Design cu_fsm, sky130hd; sources not shown.
==> images/congestion.png <==
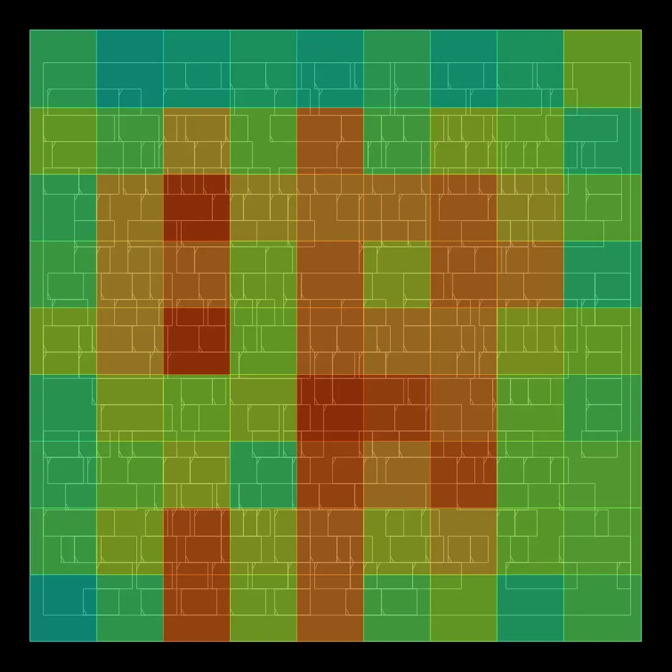
M3 GR Usage: 4.89%
Routed WL per cell: 13.5 um
busiest grt layer: met2
Core Util, Final: 71.9%

==> images/metal_density.png <==
Bar = 20 um. 13 x 13 tiles, from dark blue (low) to red (high), scaled to the fullest tile. Values are wire area over tile area, all layers added.
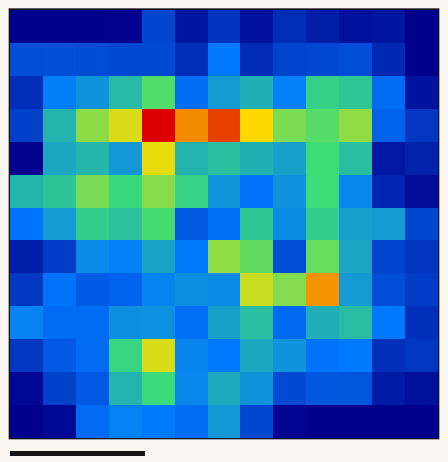
8.9% of the tiles are nearly empty. 14% of the tiles are over half the peak. The fullest tile reaches 0.61. The emptiest ninth of the die: south-east.
gr usage total: 23.6%
via count: 1849
WL final: 4320 um

==> images/cell_density.png <==
Bar = 20 um. 6 x 6 tiles, from dark blue (low) to red (high), 0 to 100% covered.
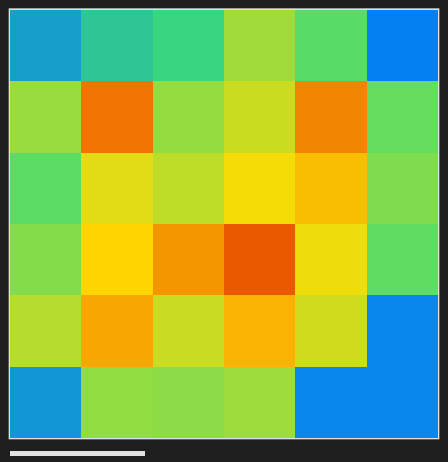
The mean over all tiles is 61%. The fullest tile reaches 90%. 22% of the tiles are over 75% full.
Core Area: 3470 um2
fp_density: 54.0%

==> images/placement_by_type.png <==
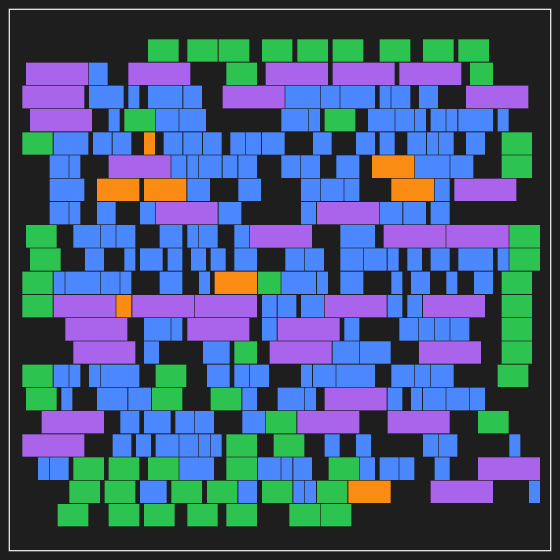
clock drivers and dummy loads: shown in orange, cells 8. other buffers and delay cells: shown in green, cells 56. combinational and other logic: shown in blue, cells 176. flops: shown in purple, cells 34.
Cell Rows: 21
post-route cell area: 2490 um2

==> images/sizes.png <==
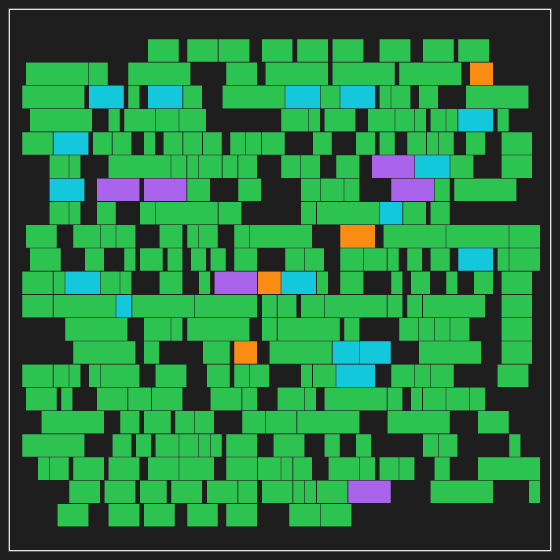
_3 and _4 cells: shown in orange, cells 4, share 1.5%. _6 and larger: shown in purple, cells 6, share 2.2%. _0 and _1 cells: shown in green, cells 248, share 91%. _2 cells: shown in cyan, cells 16, share 5.8%.
Area Growth Syn to Fin: 33.0%
final worst slack: 1210 ps
Non-clk bufs: 56

==> Slide: Implementation Results <==
Physical Implementation Snapshot

Final timing
  • Hold_ws: 416 ps
  • Fin Setup TNS: 0 ps
  • Fmax: 228 MHz
  • Unrepaired setup endpoints after global routing: no

Setup path
  • CP top delay family: buffers and inverters
  • CP Class: primary input to output port
  • WP data arrival: 3170 ps

Layout
  • Flip-flops: 34
  • ClkCell Share: 3.66%
  • MI comb area: 1090 um2
  • Layout cells sized above 1: 9.49%
  • Layout fillers: 295
  • Non-CTS inverters: 5
  • Combinational share of cell area: 43.8%

Detailed routing
  • Routed Antenna Nets: 0

Power
  • Sw frac: 23.8%
  • Leak Pwr: 0.000813 uW
  • Combinational Power Share: 9.5%
  • Clock network fraction of total power: 38.8%

Run
  • Stage-log warning count: 27
  • Maxcap violations: 0

Worst hold path
  • Worst Hold Class: flop to flop
  • Hold Path Cell Cnt: 2

Synth
  • EDFF count, synth: 0
  • Post-synth top flop: dfxtp_1
  • Yosys warnings: 0
  • Average cell area after synthesis: 8.26 um2
  • Top-area cell share: 36.3%
  • Comb area leader: simple AND/OR/NAND/NOR gates

Clock network
  • TritonCTS buffer count: 5
  • Hold Buf Count CTS: 0
  • Post-CTS setup buffer count: 0

Die
  • IO Count: 57

Place
  • Setup WS pre-CTS: 1220 ps
  • GPL Wtd Cong: 0.832

Global route
  • Grt ovf: 0

Status
  • Outcome: finished clean
==> layer usage <==
metal	GRT usage [%]	vias up	part of all wire, %
met1	30.5	858	46
met3	4.89	6	4.7
li1	-	941	-
met2	38.3	44	48
met5	0	-	0
met4	9.09	0	1.0
==> power by group through the flow <==
stage | sequential, uW | combinational (uW) | clock, uW
2_1_floorplan | 254 | 21.2 | 0
3_3_place_gp | 254 | 45.0 | 0
3_5_place_dp | 254 | 45.7 | 0
4_1_cts | 248 | 45.9 | 190
5_1_grt | 249 | 49.4 | 205
6_report | 248 | 45.8 | 186
==> synth_stat cells (all sizes together), types with 7 or more instances <==
master   n
dfxtp   34
nor2    19
a21oi   17
or4     15
nor2b   13
nor4    12
mux2    11
o31ai   11
buf     10
nand2   10
nand3   10
nand4    9
o21ai    9
clkbuf   8
or3      7
Power figures rest on the tool's default switching activity, not on a simulated workload.
